### Close-up of the layout, run 1

Window x 32 to 52, y 32 to 52 um. Cells in gray, sequential cells in the stronger gray; small squares are vias.
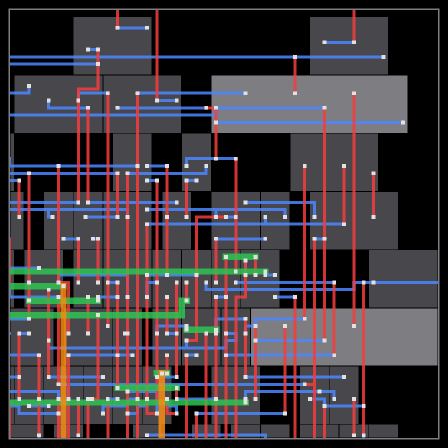
### Wiring by layer, run 1

(10 px per um) Two of the layers only.
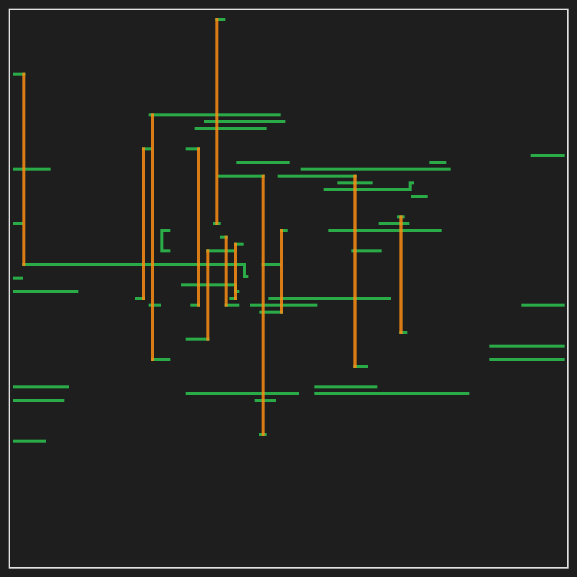
### Met2 routing, run 1

(6 px per um)
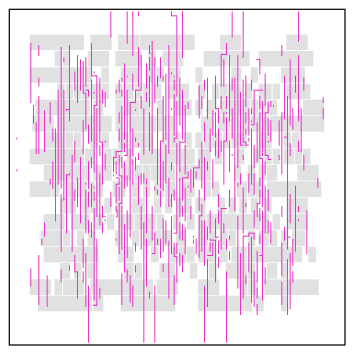
===== config.mk =====
export PLATFORM = sky130hd
export DESIGN_NAME = countdown_timer
export DESIGN_NICKNAME = d
export VERILOG_FILES = /design/src/rtl/countdown_timer.sv
export SDC_FILE = /design/constraint.sdc
export NUM_CORES = 1
export LEC_CHECK = 0
export ABC_AREA = 1
export CAP_MARGIN = 10
export CORE_MARGIN = 3
export CORE_UTILIZATION = 55
export DETAILED_ROUTE_END_ITERATION = 16
export PLACE_DENSITY = 0.82
export RECOVER_POWER = 100
export SLEW_MARGIN = 25
export SYNTH_ARGS = -nofsm -noshare
export SYNTH_HDL_FRONTEND = slang
export SYNTH_SLANG_ARGS = --single-unit

===== constraint.sdc =====
create_clock -name clock -period 4.5 [get_ports clock]
set_clock_uncertainty 0.2 [all_clocks]
set_input_delay 0.9 -clock clock [delete_from_list [all_inputs] [get_ports clock]]
set_output_delay 0.9 -clock clock [all_outputs]
set_load 0.005 [all_outputs]

===== src/rtl/countdown_timer.sv =====
// rtl/countdown_timer.sv - loadable down-counter with done pulse and optional auto-reload
module countdown_timer #(
  parameter int N = 8
) (
  input  logic         clock,
  input  logic         reset,
  input  logic         load,
  input  logic [N-1:0] load_value,
  input  logic         start,
  input  logic         stop,
  input  logic         tick,
  input  logic         auto_reload,
  output logic [N-1:0] cnt,
  output logic         busy,
  output logic         done,
  output logic         load_ready
);

  typedef enum logic {IDLE = 1'b0, RUN = 1'b1} state_t;

  state_t       state_q, state_d;
  logic [N-1:0] cnt_q, cnt_d;
  logic [N-1:0] reload_q, reload_d;
  logic         done_q, done_d;
  logic [N-1:0] start_val;

  // A same-cycle load overrides the held count as the start value.
  assign start_val = load ? load_value : cnt_q;

  always_comb begin
    state_d  = state_q;
    cnt_d    = cnt_q;
    reload_d = reload_q;
    done_d   = 1'b0;
    case (state_q)
      IDLE: begin
        if (load) begin
          cnt_d    = load_value;
          reload_d = load_value;
        end
        if (start) begin
          if (start_val != '0) state_d = RUN;
          else                 done_d  = 1'b1;
        end
      end
      RUN: begin
        if (stop) begin
          state_d = IDLE;
        end else if (tick) begin
          if (cnt_q > N'(1)) begin
            cnt_d = cnt_q - N'(1);
          end else begin
            // Terminal count; the else also shields against any underflow.
            done_d = 1'b1;
            if (auto_reload && (reload_q != '0)) begin
              cnt_d = reload_q;
            end else begin
              cnt_d   = '0;
              state_d = IDLE;
            end
          end
        end
      end
      default: state_d = IDLE;
    endcase
  end

  always_ff @(posedge clock or negedge reset) begin
    if (!reset) begin
      state_q  <= IDLE;
      cnt_q    <= '0;
      reload_q <= '0;
      done_q   <= 1'b0;
    end else begin
      state_q  <= state_d;
      cnt_q    <= cnt_d;
      reload_q <= reload_d;
      done_q   <= done_d;
    end
  end

  assign cnt        = cnt_q;
  assign busy       = (state_q == RUN);
  assign done       = done_q;
  assign load_ready = ~busy;

endmodule


==> results.cfg, run 1 <==
; flow metrics
[critical_path]
max_stage_delay_ns = 0.56
cp-start-kind = register
critPathCaptureType = output pin
critical_path_class = reg2out
timing.critical_path.fanout_max = 13
worst_r2r_path_depth = 10
required_ns = 3.40
startpoint = busy$_DFF_PN0_
crit_arrival_ns = 1.68
path_cells = inv_1, clkdlybuf4s50_1
worst_setup_path_endpoint = load_ready
worstReg2RegEnd = cnt[2]$_DFFE_PN0P_
rrSetupSlack_ns = 2.57
critical_path.slowest_cell = sky130_fd_sc_hd__clkdlybuf4s50_1
r2r-start = cnt[0]$_DFFE_PN0P_

[place]
placedCellCount = 266
placed_area_sq_um = 1600
half_perimeter_wire_length_after_detailed_placement_mm = 2.85
count_of_input_and_output_buffers = 25
routabilityCongestion = 0.912
pre_cts_setup_slack_ns = 1.74

[power_and_ir_drop]
power_per_cell_area_nw_per_um2 = 479
power.internal_w = 0.000406
netSwitchingPower_w = 0.000370
largest_voltage_drop_on_the_vdd_net_uv = 313
switching_share_pct = 47.7
sum_of_internal_switching_and_leakage_power_w = 0.000776
sequentialPowerShare_pct = 36.2
clock_power_share_pct = 10.8
p_leak_nw = 0.862
share_comb_of_total_power_pct = 52.9

[yosys]
ys_dominant_reg_cell = sky130_fd_sc_hd__dfrtp_1
synth.largest_area_cell = sky130_fd_sc_hd__dfrtp_1
simple_gate_area_share_pct = 40.4
post_synth_mux_area_share_pct = 0
ys_sh_adder_pct = 1.84
synth.cellmix.compoundShare_pct = 11.1
fp_nets = 235
synthesis.area_per_instance_sq_um = 6.23
yosys.area_share.xor_xnor_pct = 0.645
post_synth_most_frequent_cells = sky130_fd_sc_hd__nand2_1, sky130_fd_sc_hd__inv_1, sky130_fd_sc_hd__nor2_1
synth.top_cells.by_area = sky130_fd_sc_hd__dfrtp_1, sky130_fd_sc_hd__nand2_1, sky130_fd_sc_hd__inv_1
yosys-stat-area_sq_um = 1360
synth.logic.top_family = simple AND/OR/NAND/NOR gates
yosysCellCount = 218
synth.ff_latch_count = 18
top_cell = sky130_fd_sc_hd__nand2_1
syn-cell-area_sq_um = 1360
synth_cell_type_count = 24
top_area_share_pct = 33.1
syn-instance-count = 218
synth_async_sr_flop_share_pct = 100
synth-edff-count = 0
synth-warning-count = 0
synth_seq_share_pct = 33.1

[layout]
drive_gt1_share_pct = 6.64
lay_top_cells = sky130_fd_sc_hd__nand2_1, sky130_fd_sc_hd__inv_1, sky130_fd_sc_hd__nor2_1
stdcell_count = 269
area.share.sequential_pct = 27.8
multi_input_comb_area_sq_um = 731
buffer_area_share_pct = 15.4
area_growth_syn_to_layout_pct = 19.2
nFlopsAndLatches = 18
fin_area_sq_um = 1620
layout.clock_buffers = 3
diodes = 0
n_fill_cell = 235
clock_tree_area_fraction_pct = 1.39
area.share.combinational_pct = 45.1
final_core_util_pct = 71.2
dominant_cells = combinational gates
non_clk_bufs = 25
nNetsFinal = 260
n_multi_input_combinational_cell = 160
layout.area.seq_sq_um = 450
layout_top_cell_excl_fill_tap = sky130_fd_sc_hd__nand2_1
final.signal_inverter_count = 35

[timing]
worst_setup_margin_ns = 1.72
worst-slew-pin-transition_ns = 0.865
holdWs_ns = 0.332
final-hold-violation-count = 0
finalSetupViolCount = 0
fin_setup_tns_ns = 0
timing.fmax_mhz = 359
fin_crit_sh_pct = 61.9
timing.max_slew.rel_slack_pct = 42.2
rsz0062_at_grt = no
final_max_slew_viol_count = 0
finalCriticalPeriod_ns = 2.78

[clock_network]
clk_transition_reported_paths_ns = 0.11
post_cts.repair.setup_buffers = 0
post_cts.resized_instances = 0
cts_buf_count = 3
cts_hold_buffers = 0
level_count_of_the_clock_h_tree = 1
cts_tree = yes
ctsRootBufferMaster = sky130_fd_sc_hd__clkbuf_4
clk_path_buf_depth = 2
clk_latency_ns = 0.30
clock_sink_count = 18

[floorplan]
rows = 17
pin_count = 26
core_region_area_sq_um = 2280
tap_cells = 28
chip_area_sq_um = 3100
die_w_um = 55.7
die_h_um = 55.7
floorplanUtilization_pct = 59.7

[global_routing]
groute.usage.overall_pct = 25.3
gr-total-overflow = 0
first_global_vias = 1367
grt_antenna_before_repair = 0
grt_start_max_net_pins = 19
grt_pass1_wl_mm = 6.24

[status]
status = complete, no violations

[worst_hold_path]
timing.hold.worst_path_depth = 2
hold-path-endpoint = reload_q[0]$_DFFE_PN0P_
hold_path.startpoint = reload_q[0]$_DFFE_PN0P_
hp-class = reg2reg

[drt]
drt_first_pass_iters = 4
count_of_antenna_violating_nets_left_after_detailed_routing = 0
route.vias.total = 1496
routed_via_density = 5.56
detailedRoute.firstIterationViolations = 80
route.detailed.wl_per_inst_um = 13.5
drc_errors = 0
totalWireLength_mm = 3.63

[job]
tool_warnings = 27
cap_viol_max_count = 0
About 'Close-up of the layout':
met3: in green. met1: in blue. met4: in orange. met2: in red.
Sequential cells in the window: 2. 38 logic cells have their middle in the window. Most frequent: nand2_1 (9), inv_1 (5). Netlist names of flops here include `cnt` (2).

About 'Wiring by layer':
met4: in orange, wire length 180 um. met3: in green, wire length 243 um.

About 'Met2 routing':
The wires run mostly vertical. 211 nets have wire on it. The layer holds 47% of the routed length. The longest straight run is 25.5 um. The layer carries 1710 um of wire.

-- run 1: worst max-delay path: cells and delay by family, from the launching register on --
family   cells  cell delay [ns]
buf+inv      2             0.85
flops        1             0.53
-- run 1: power by group through the flow --
stage	clock, W	combinational [W]	sequential [W]
5_1_grt	0.0000956	0.000469	0.000288
6_report	0.0000839	0.000410	0.000281
3_5_place_dp	0	0.000423	0.000283
2_1_floorplan	0	0.000288	0.000264
3_3_place_gp	0	0.000409	0.000283
4_1_cts	0.0000856	0.000424	0.000280
-- run 1: registers in the layout, indices dropped and copies added (netlist names) --
register  count
reload_q      8
busy          1
done          1
cnt           8
-- run 1: layer usage --
metal	global-route usage, %	part of all wire [%]	up-vias
li1	-	-	713
met1	30.7	41	678
met2	41.4	47	80
met3	4.64	6.7	25
met4	14.9	5.0	0
met5	0	0	-
## Run 2: what changed since run 1
--- a/config.mk
+++ b/config.mk
@@ -8,9 +8,9 @@
 export ABC_AREA = 1
 export CAP_MARGIN = 10
 export CORE_MARGIN = 3
-export CORE_UTILIZATION = 55
+export CORE_UTILIZATION = 51
 export DETAILED_ROUTE_END_ITERATION = 16
-export PLACE_DENSITY = 0.82
+export PLACE_DENSITY = 0.77
 export RECOVER_POWER = 100
 export SLEW_MARGIN = 25
 export SYNTH_ARGS = -nofsm -noshare
==> constraint.sdc (replaced) <==
create_clock -name clock -period 2.7 [get_ports clock]
set_clock_uncertainty 0.2 [all_clocks]
set_input_delay 0.54 -clock clock [delete_from_list [all_inputs] [get_ports clock]]
set_output_delay 0.54 -clock clock [all_outputs]
set_load 0.005 [all_outputs]
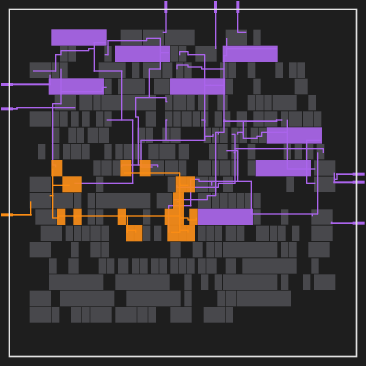
*I/O nets highlighted, run 2*
(6 px per um)
`cnt`: in purple, direction output, end cells 8, buffers 8, wire 418 um. `load`: in orange, direction input, end cells 17, buffers 1, wire 72.0 um.

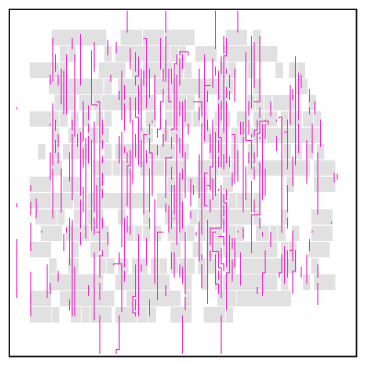
*Met2 routing, run 2*
(6 px per um)
The longest straight run is 24.8 um. The layer holds 46% of the routed length. The layer carries 1490 um of wire. 196 nets have wire on it.

==> results.cfg, run 2 <==
; flow metrics
[layout]
diodes = 0
clock_tree_area_fraction_pct = 2.23
area.share.sequential_pct = 27.7
nFlopsAndLatches = 18
layout.clock_buffers = 4
stdcell_count = 273
final.signal_inverter_count = 35
layout.area.seq_sq_um = 450
buffer_area_share_pct = 15.6
nNetsFinal = 261
n_fill_cell = 240
dominant_cells = combinational gates

[critical_path]
worst_r2r_path_depth = 10
startpoint = busy$_DFF_PN0_
critPathCaptureType = output pin
path_cells = inv_1, clkdlybuf4s50_1
max_stage_delay_ns = 0.56
critical_path_class = reg2out
worstReg2RegEnd = cnt[3]$_DFFE_PN0P_
timing.critical_path.fanout_max = 13
cp-start-kind = register
critical_path.slowest_cell = sky130_fd_sc_hd__clkdlybuf4s50_1

[status]
status = complete, no violations

[drt]
met2WireLength_mm = 1.49
detailedRoute.firstIterationViolations = 62
route.detailed.wl_per_inst_um = 11.7
routed_via_density = 4.99
route.met3.wl_um = 177
drc_errors = 0
drt_first_pass_iters = 4
count_of_antenna_violating_nets_left_after_detailed_routing = 0
totalWireLength_mm = 3.20

[floorplan]
die_h_um = 57.6
floorplanUtilization_pct = 54.4
tap_cells = 30
pin_count = 26
die_w_um = 57.6

[worst_hold_path]
hp-class = reg2reg
hold_path.startpoint = reload_q[1]$_DFFE_PN0P_

[yosys]
top_cell = sky130_fd_sc_hd__nand2_1
ys_dominant_reg_cell = sky130_fd_sc_hd__dfrtp_1
simple_gate_area_share_pct = 40.4
synth.top_cells.by_area = sky130_fd_sc_hd__dfrtp_1, sky130_fd_sc_hd__nand2_1, sky130_fd_sc_hd__inv_1
syn-instance-count = 218
synth-warning-count = 0
synth.cellmix.compoundShare_pct = 11.1
yosys.area_share.xor_xnor_pct = 0.645
synth_seq_share_pct = 33.1
fp_nets = 235
synth-edff-count = 0
post_synth_most_frequent_cells = sky130_fd_sc_hd__nand2_1, sky130_fd_sc_hd__inv_1, sky130_fd_sc_hd__nor2_1
syn-cell-area_sq_um = 1360
synth_async_sr_flop_share_pct = 100
synth.ff_latch_count = 18
synth.largest_area_cell = sky130_fd_sc_hd__dfrtp_1
post_synth_mux_area_share_pct = 0
top_area_share_pct = 33.1

[clock_network]
clk_path_buf_depth = 2
post_cts.resized_instances = 0
cts_hold_buffers = 0
post_cts.repair.setup_buffers = 0

[power_and_ir_drop]
largest_voltage_drop_on_the_vdd_net_uv = 703
sum_of_internal_switching_and_leakage_power_w = 0.00127
clock_power_share_pct = 13.4
biggest_consumer = combinational cells
p_leak_nw = 0.858
switching_share_pct = 45.0
seq-power_w = 0.000461

[place]
placedCellCount = 269
routabilityCongestion = 0.900
pre_cts_setup_slack_ns = 0.349
count_of_input_and_output_buffers = 25

[timing]
worst-slew-pin-transition_ns = 0.996
finalCriticalPeriod_ns = 2.41
final_max_slew_viol_count = 0
finalSetupViolCount = 0
timing.fmax_mhz = 415
final-hold-violation-count = 0
holdWs_ns = 0.326

[global_routing]
grt_antenna_before_repair = 0
met1_usage_pct = 32.1
first_global_vias = 1268
grt_start_max_net_pins = 19
grt_util_met2_pct = 33.9

[job]
tool_warnings = 27
cap_viol_max_count = 0
[run 2: worst min-delay path by stage]
stage | cells past startpoint | to
after floorplan | 0 | busy$_DFF_PN0_
after global placement | 2 | reload_q[1]$_DFFE_PN0P_
after detailed placement | 2 | reload_q[3]$_DFFE_PN0P_
after CTS | 2 | reload_q[3]$_DFFE_PN0P_
after global routing | 2 | reload_q[6]$_DFFE_PN0P_
final | 2 | reload_q[1]$_DFFE_PN0P_
[run 2: through the flow]
| step | utilization (%) | cell area [sq um] |
|---|---|---|
| after CTS | 65.9 | 1650 |
| after global routing | 65.0 | 1620 |
| after detailed placement | 64.5 | 1610 |
| after global placement | 64.5 | 1610 |
| final | 65.0 | 1620 |
| after floorplan | - | 1360 |
[run 2: critical path: cells and delay by family (launching register included)]
family   cells  cell delay [ns]
buf+inv      2             0.86
flops        1             0.52
No activity file was given, so power comes from the tool's default toggle rates.
